## src/rtl/uart_rx_bram_writer.sv

```systemverilog
// 8E1 UART receiver that writes each good byte sequentially into BRAM port A.
// Ports: w_clk/w_resetn (sync, active-low), uart_rxd line, write_enable arm
// level, BRAM port A (bram_we/bram_addr/bram_din), byte_count, write_done,
// sticky parity_err/frame_err, and an 8-bit led state indicator.

module uart_rx_bram_writer #(
  parameter int CLKS_PER_BIT = 5208,
  parameter int WRITE_DEPTH  = 2048,
  parameter int ADDR_W       = 11
) (
  input  logic              w_clk,
  input  logic              w_resetn,
  input  logic              uart_rxd,
  input  logic              write_enable,
  output logic              bram_we,
  output logic [ADDR_W-1:0] bram_addr,
  output logic [7:0]        bram_din,
  output logic [ADDR_W:0]   byte_count,
  output logic              write_done,
  output logic              parity_err,
  output logic              frame_err,
  output logic [7:0]        led
);

  localparam int CNT_W = $clog2(CLKS_PER_BIT);

  localparam logic [CNT_W-1:0] BIT_END =
    CNT_W'(CLKS_PER_BIT - 1);
  localparam logic [CNT_W-1:0] HALF_END =
    CNT_W'(CLKS_PER_BIT / 2 - 1);
  localparam logic [ADDR_W:0] DEPTH_C =
    (ADDR_W + 1)'(WRITE_DEPTH);

  localparam logic [7:0] LED_IDLE  = 8'b1100_0000;
  localparam logic [7:0] LED_WAIT  = 8'b0011_0000;
  localparam logic [7:0] LED_WRITE = 8'b0000_1100;
  localparam logic [7:0] LED_DONE  = 8'b0000_0011;

  typedef enum logic [2:0] {
    RX_IDLE,
    RX_START,
    RX_DATA,
    RX_PARITY,
    RX_STOP
  } rx_st_t;

  typedef enum logic [1:0] {
    IDLE,
    WAIT,
    WRITE,
    DONE
  } wr_st_t;

  // synchroniser plus one history stage for falling-edge detection
  logic rx_s1;
  logic rx_s2;
  logic rx_d;

  rx_st_t           rx_st;
  logic [CNT_W-1:0] rx_cnt;
  logic [2:0]       rx_bit;
  logic [7:0]       rx_shift;
  logic             rx_par;
  logic             rx_valid;
  logic             rx_perr_p;
  logic             rx_ferr_p;
  logic             rx_bad_par;
  logic             rx_fall;

  wr_st_t           wr_st;
  logic [ADDR_W:0]  cnt_nxt;

  assign rx_bad_par = ^{rx_shift, rx_par};
  assign rx_fall    = rx_d & ~rx_s2;
  assign cnt_nxt    = byte_count + 1'b1;

  always_ff @(posedge w_clk) begin
    if (!w_resetn) begin
      rx_s1 <= 1'b1;
      rx_s2 <= 1'b1;
      rx_d  <= 1'b1;
    end else begin
      rx_s1 <= uart_rxd;
      rx_s2 <= rx_s1;
      rx_d  <= rx_s2;
    end
  end

  always_ff @(posedge w_clk) begin
    if (!w_resetn) begin
      rx_st     <= RX_IDLE;
      rx_cnt    <= '0;
      rx_bit    <= '0;
      rx_shift  <= '0;
      rx_par    <= 1'b0;
      rx_valid  <= 1'b0;
      rx_perr_p <= 1'b0;
      rx_ferr_p <= 1'b0;
    end else begin
      rx_valid  <= 1'b0;
      rx_perr_p <= 1'b0;
      rx_ferr_p <= 1'b0;
      case (rx_st)
        RX_IDLE: begin
          rx_cnt <= '0;
          rx_bit <= '0;
          if (rx_fall) begin
            rx_st <= RX_START;
          end
        end
        RX_START: begin
          if (rx_cnt == HALF_END) begin
            rx_cnt <= '0;
            // a line that is high again at mid-start was a glitch
            rx_st  <= rx_s2 ? RX_IDLE : RX_DATA;
          end else begin
            rx_cnt <= rx_cnt + 1'b1;
          end
        end
        RX_DATA: begin
          if (rx_cnt == BIT_END) begin
            rx_cnt   <= '0;
            rx_shift <= {rx_s2, rx_shift[7:1]};
            if (rx_bit == 3'd7) begin
              rx_st <= RX_PARITY;
            end else begin
              rx_bit <= rx_bit + 1'b1;
            end
          end else begin
            rx_cnt <= rx_cnt + 1'b1;
          end
        end
        RX_PARITY: begin
          if (rx_cnt == BIT_END) begin
            rx_cnt <= '0;
            rx_par <= rx_s2;
            rx_st  <= RX_STOP;
          end else begin
            rx_cnt <= rx_cnt + 1'b1;
          end
        end
        RX_STOP: begin
          if (rx_cnt == BIT_END) begin
            rx_cnt    <= '0;
            rx_st     <= RX_IDLE;
            rx_valid  <= ~rx_bad_par & rx_s2;
            rx_perr_p <= rx_bad_par;
            rx_ferr_p <= ~rx_s2;
          end else begin
            rx_cnt <= rx_cnt + 1'b1;
          end
        end
        default: begin
          rx_st <= RX_IDLE;
        end
      endcase
    end
  end

  always_ff @(posedge w_clk) begin
    if (!w_resetn) begin
      wr_st      <= IDLE;
      bram_we    <= 1'b0;
      bram_addr  <= '0;
      bram_din   <= '0;
      byte_count <= '0;
      write_done <= 1'b0;
      parity_err <= 1'b0;
      frame_err  <= 1'b0;
      led        <= '0;
    end else begin
      if (rx_perr_p) begin
        parity_err <= 1'b1;
      end
      if (rx_ferr_p) begin
        frame_err <= 1'b1;
      end
      case (wr_st)
        IDLE: begin
          bram_we    <= 1'b0;
          write_done <= 1'b0;
          led        <= LED_IDLE;
          if (write_enable) begin
            byte_count <= '0;
            bram_addr  <= '0;
            parity_err <= 1'b0;
            frame_err  <= 1'b0;
            led        <= LED_WAIT;
            wr_st      <= WAIT;
          end
        end
        WAIT: begin
          if (!write_enable) begin
            led   <= LED_IDLE;
            wr_st <= IDLE;
          end else if (rx_valid) begin
            bram_din <= rx_shift;
            bram_we  <= 1'b1;
            led      <= LED_WRITE;
            wr_st    <= WRITE;
          end
        end
        WRITE: begin
          // strobe always completes, even if the arm drops this cycle
          bram_we    <= 1'b0;
          bram_addr  <= bram_addr + 1'b1;
          byte_count <= cnt_nxt;
          if (!write_enable) begin
            led   <= LED_IDLE;
            wr_st <= IDLE;
          end else if (cnt_nxt == DEPTH_C) begin
            write_done <= 1'b1;
            led        <= LED_DONE;
            wr_st      <= DONE;
          end else begin
            led   <= LED_WAIT;
            wr_st <= WAIT;
          end
        end
        DONE: begin
          bram_we <= 1'b0;
          if (!write_enable) begin
            write_done <= 1'b0;
            led        <= LED_IDLE;
            wr_st      <= IDLE;
          end
        end
        default: begin
          wr_st <= IDLE;
        end
      endcase
    end
  end

endmodule

```

## config.mk

```make
export PLATFORM = sky130hd
export DESIGN_NAME = uart_rx_bram_writer
export DESIGN_NICKNAME = d
export VERILOG_FILES = /design/src/rtl/uart_rx_bram_writer.sv
export SDC_FILE = /design/constraint.sdc
export NUM_CORES = 1
export LEC_CHECK = 0
export CORE_MARGIN = 10
export CORE_UTILIZATION = 31
export CTS_CLUSTER_SIZE = 30
export DETAILED_ROUTE_END_ITERATION = 7
export HOLD_SLACK_MARGIN = 0.15
export PLACE_DENSITY = 0.57
export SLEW_MARGIN = 25
export SYNTH_ARGS = -nofsm -noshare
export SYNTH_HDL_FRONTEND = slang
export SYNTH_SLANG_ARGS = --single-unit
```

## constraint.sdc

```tcl
create_clock -name w_clk -period 2.7 [get_ports w_clk]
set_clock_uncertainty 0.15 [all_clocks]
set_input_delay 0.54 -clock w_clk [delete_from_list [all_inputs] [get_ports w_clk]]
set_output_delay 0.54 -clock w_clk [all_outputs]
set_load 0.02 [all_outputs]
```

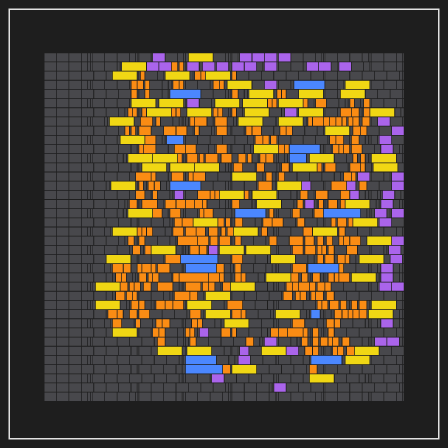
(cells colored by class)
Fill, decap, tap and diode cells in gray.
other buffers and delay cells -> purple  # cells 54, share of their area 12%
flops -> yellow  # cells 75, share of their area 35%
combinational and other logic -> orange  # cells 309, share of their area 44%
clock drivers and dummy loads -> blue  # cells 15, share of their area 8.2%

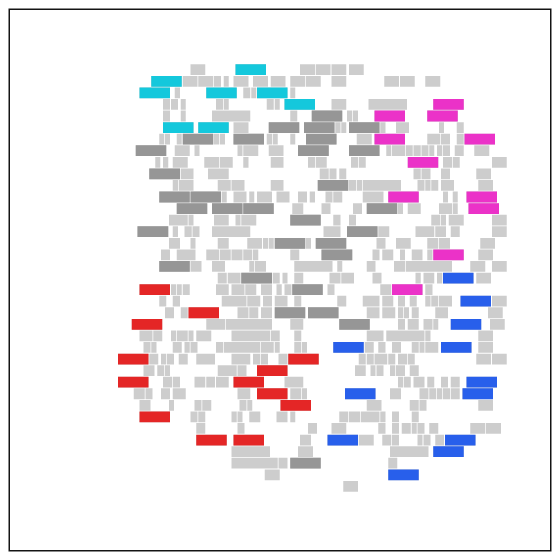
(sequential cells colored by netlist name)
Other sequential cells in the stronger gray, the rest of the logic in the fainter gray.
bram_din -> cyan  # sequential cells 8, where top center
rx_cnt -> red  # sequential cells 13
bram_addr -> magenta  # sequential cells 11
byte_count -> blue  # sequential cells 12

==> flow_metrics.tcl <==
# place-and-route summary
set metrics [dict create \
    max_freq_mhz 427 \
    n_all_buffers 54 \
    flop_cell "dfxtp_1" \
    crit_fanout 9 \
    buf_share_pct 11.7 \
    vias_per_cell 5.11 \
    track_usage_pct 10.6 \
    num_rows 38 \
    slew_violations 0 \
    final_cell_mix "dfxtp_1 (75), clkdlybuf4s50_1 (46), nor2_1 (43)" \
    flop_area_um2 1500 \
    cp_slowest_cell "a2111o_1" \
    drc 0 \
    routed_wl_um 8450 \
    cp.depth 6 \
    top_cell_area_share_pct 42.4 \
    top_area_cell "dfxtp_1" \
    drt_iter0_markers 272 \
    hold_buffers 0 \
    final_area_um2 4430 \
    pin_count 47 \
    worstPathCellList "ha_1 -> nand4_1 -> nor3_1 -> o211ai_1 -> a2111o_1 -> and2_1" \
    fill_cells 1101 \
    sh_seq_area_pct 33.9 \
    die_height_um 127 \
    die_w_um 127 \
    status "finished, final reports clean" \
    adder_share_pct 1.77 \
    ys_sh_simple_pct 28.6 \
    nNonClkInverters 6 \
    hold_path.class "flip-flop to flip-flop" \
    worstSetupStartpointType "flip-flop" \
    hp-start "rx_s1" \
    post_cts_buffers 0 \
    vdd_drop_max_v 0.000319 \
    clockBufferDepth 2 \
    antenna_found_initial 0 \
    cap_violations 0 \
    grt_overflow 0 \
    clkCellAreaFrac_pct 7.90 \
    reg2reg_depth 6 \
    layout_min_cycle_time_ns 2.34 \
    avgSynthCellArea_um2 8.58 \
    ff_count 75 \
    dieArea_um2 16100 \
    h-tree-depth 3 \
    finalSetupViolations 0 \
    dp.cells 578 \
    logic_gates 303 \
    comb_share_pct 42.0 \
    grt_pass1_wl_um 14200 \
    syn_to_final_growth_pct 25.1 \
    vias 3032 \
    ys_sh_xor_pct 3.95 \
    cts_tree "done" \
    p_total_mw 2.61 \
    place_ws_ns 0.319 \
    drive_above_1_share_pct 8.83 \
    min_period_over_period_pct 86.7 \
    gp_congestion 0.835 \
    relSlewSlack_pct 51.5 \
    timing.rr.start "byte_count[0]" \
    cts_made_buffers 9 \
    cpPeakStageDelay_ns 0.49 \
    r2r_end "led[5]" \
    worstSetupEndpointType "flip-flop" \
    power_density_nw_per_um2 588 \
    cts.clk_slew.worst_paths_ns 0.06 \
    place_area_um2 4080 \
    synth-edff-count 0 \
    grt_max_degree 35 \
    whs_ns 0.293 \
    largest_class "multi-input combinational cells" \
    stdcell_count 593 \
    yosysSeqAreaShare_pct 42.4 \
    syn_inst 413 \
    startpoint "byte_count[0]" \
    top_logic_kind "simple AND/OR/NAND/NOR gates" \
    synthDistinctLibCells 62 \
    p_leak_nw 1.60 \
    crit_buf_inv 0 \
    tightest_slew_ns 0.720 \
    criticalPathCategory "flip-flop to flip-flop" \
    arrival_ns 2.43 \
    hold_viol 0 \
    lay_top_count "dfxtp_1" \
    n_clock_buffer 11 \
    grt_pass1_vias 2800 \
    nNetsFinal 458 \
    ys_sh_mux_pct 2.86 \
    insertedDiodeCount 0 \
    cts_root_buffer "clkbuf_16" \
    core_um2 11000 \
    worstSetupEndpoint "led[5]" \
    yosysWarningCount 0 \
    fp_nets 422 \
    fp_util_pct 32.1 \
    wire_per_inst_um 14.2 \
    ys_cells 413 \
    setup_ws_ns 0.358 \
    critPathTopFamily "simple AND/OR/NAND/NOR gates" \
    compound_area_share_pct 15.4 \
    rrSetupSlack_ns 0.36 \
    dp.final_hpwl_um 5910 \
    yosysChipArea_um2 3540 \
    crit_required_ns 2.79 \
    nWellTaps 140 \
    rsz0062_at_grt "false" \
    numSynthFlops 75 \
    insertion_delay_ns 0.34 \
    io_buffers 46 \
    clock_sinks 75 \
    ant_nets 0 \
    fin_tns_setup_ns 0 \
    post-route-util_pct 40.2 \
    synthArstFlopShare_pct 0 \
    ctsResizeCount 0 \
    warnings 26 \
    first_pass_iters 4 \
    synthTopCellsByArea "dfxtp_1 (42%), nor2_1 (4.6%), nand2_1 (3.9%)" \
    syn_area_um2 3540 \
    logic_area_um2 1860 \
]
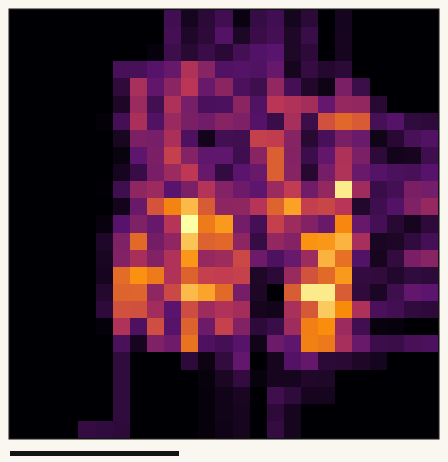
(routed metal per tile)
Bar = 50 um. 25 x 25 tiles, from black (low) to pale yellow (high), scaled to the fullest tile. Values are wire area over tile area, all layers added.
densest ninth of the die = center
tiles over half the peak = 11%
nearly empty tiles = 39%
fullest tile = 0.44

[synthesized netlist by cell type (4+ instances only)]
cell type	count
or3_1	6
buf_4	6
nor3_1	13
nand2_1	37
xor2_1	4
nand4_1	11
a21oi_1	25
nand2b_1	6
clkbuf_1	18
mux2i_1	9
nor2b_1	10
nor4_1	4
a21o_1	4
and3_1	7
and4bb_2	4
ha_1	5
a22oi_1	8
nor2_1	43
inv_1	5
xnor2_1	12
dfxtp_1	75
nand3_1	20
o21ai_0	22
and2_1	4
[layer usage]
layer | track usage [%] | up-vias | share of wire, %
met4 | 6.76 | 0 | 2.8
met2 | 16.6 | 45 | 46
met3 | 2.42 | 15 | 3.9
met5 | 0 | - | 0
met1 | 12.8 | 1425 | 47
li1 | - | 1547 | -
[how the worst min path moves through the flow]
stage / end / cells after the start
2_1_floorplan: rx_s2 / 1
3_3_place_gp: frame_err / 2
5_1_grt: bram_din[4] / 2
3_5_place_dp: parity_err / 2
4_1_cts: frame_err / 2
6_report: rx_s2 / 1
[sequential cells by signal (all words and copies together), names as in the netlist]
signal / count
led: 4
rx_shift: 8
frame_err: 1
rx_st: 3
rx_ferr_p: 1
parity_err: 1
rx_s2: 1
rx_valid: 1
bram_din: 8
wr_st: 2
rx_cnt: 13
bram_addr: 11
rx_d: 1
rx_par: 1
byte_count: 12
rx_bit: 3
rx_perr_p: 1
rx_s1: 1
write_done: 1
bram_we: 1
[cells by family after synthesis]
kind of cell	after synthesis
and+or+nand+nor	188
xor gates and xnor gates	16
buffers and inverters	35
muxes	10
DFF	75
adders and majority gates	5
AOI/OAI and AO/OA	84
[report_power, final]
part	internal, mW	leakage [nW]	total (mW)	switching [mW]
logic	0.0283	0.822	0.0709	0.0426
registers	1.11	0.605	1.12	0.00846
clock network	0.948	0.168	1.41	0.467
No activity file was given, so power comes from the tool's default toggle rates.
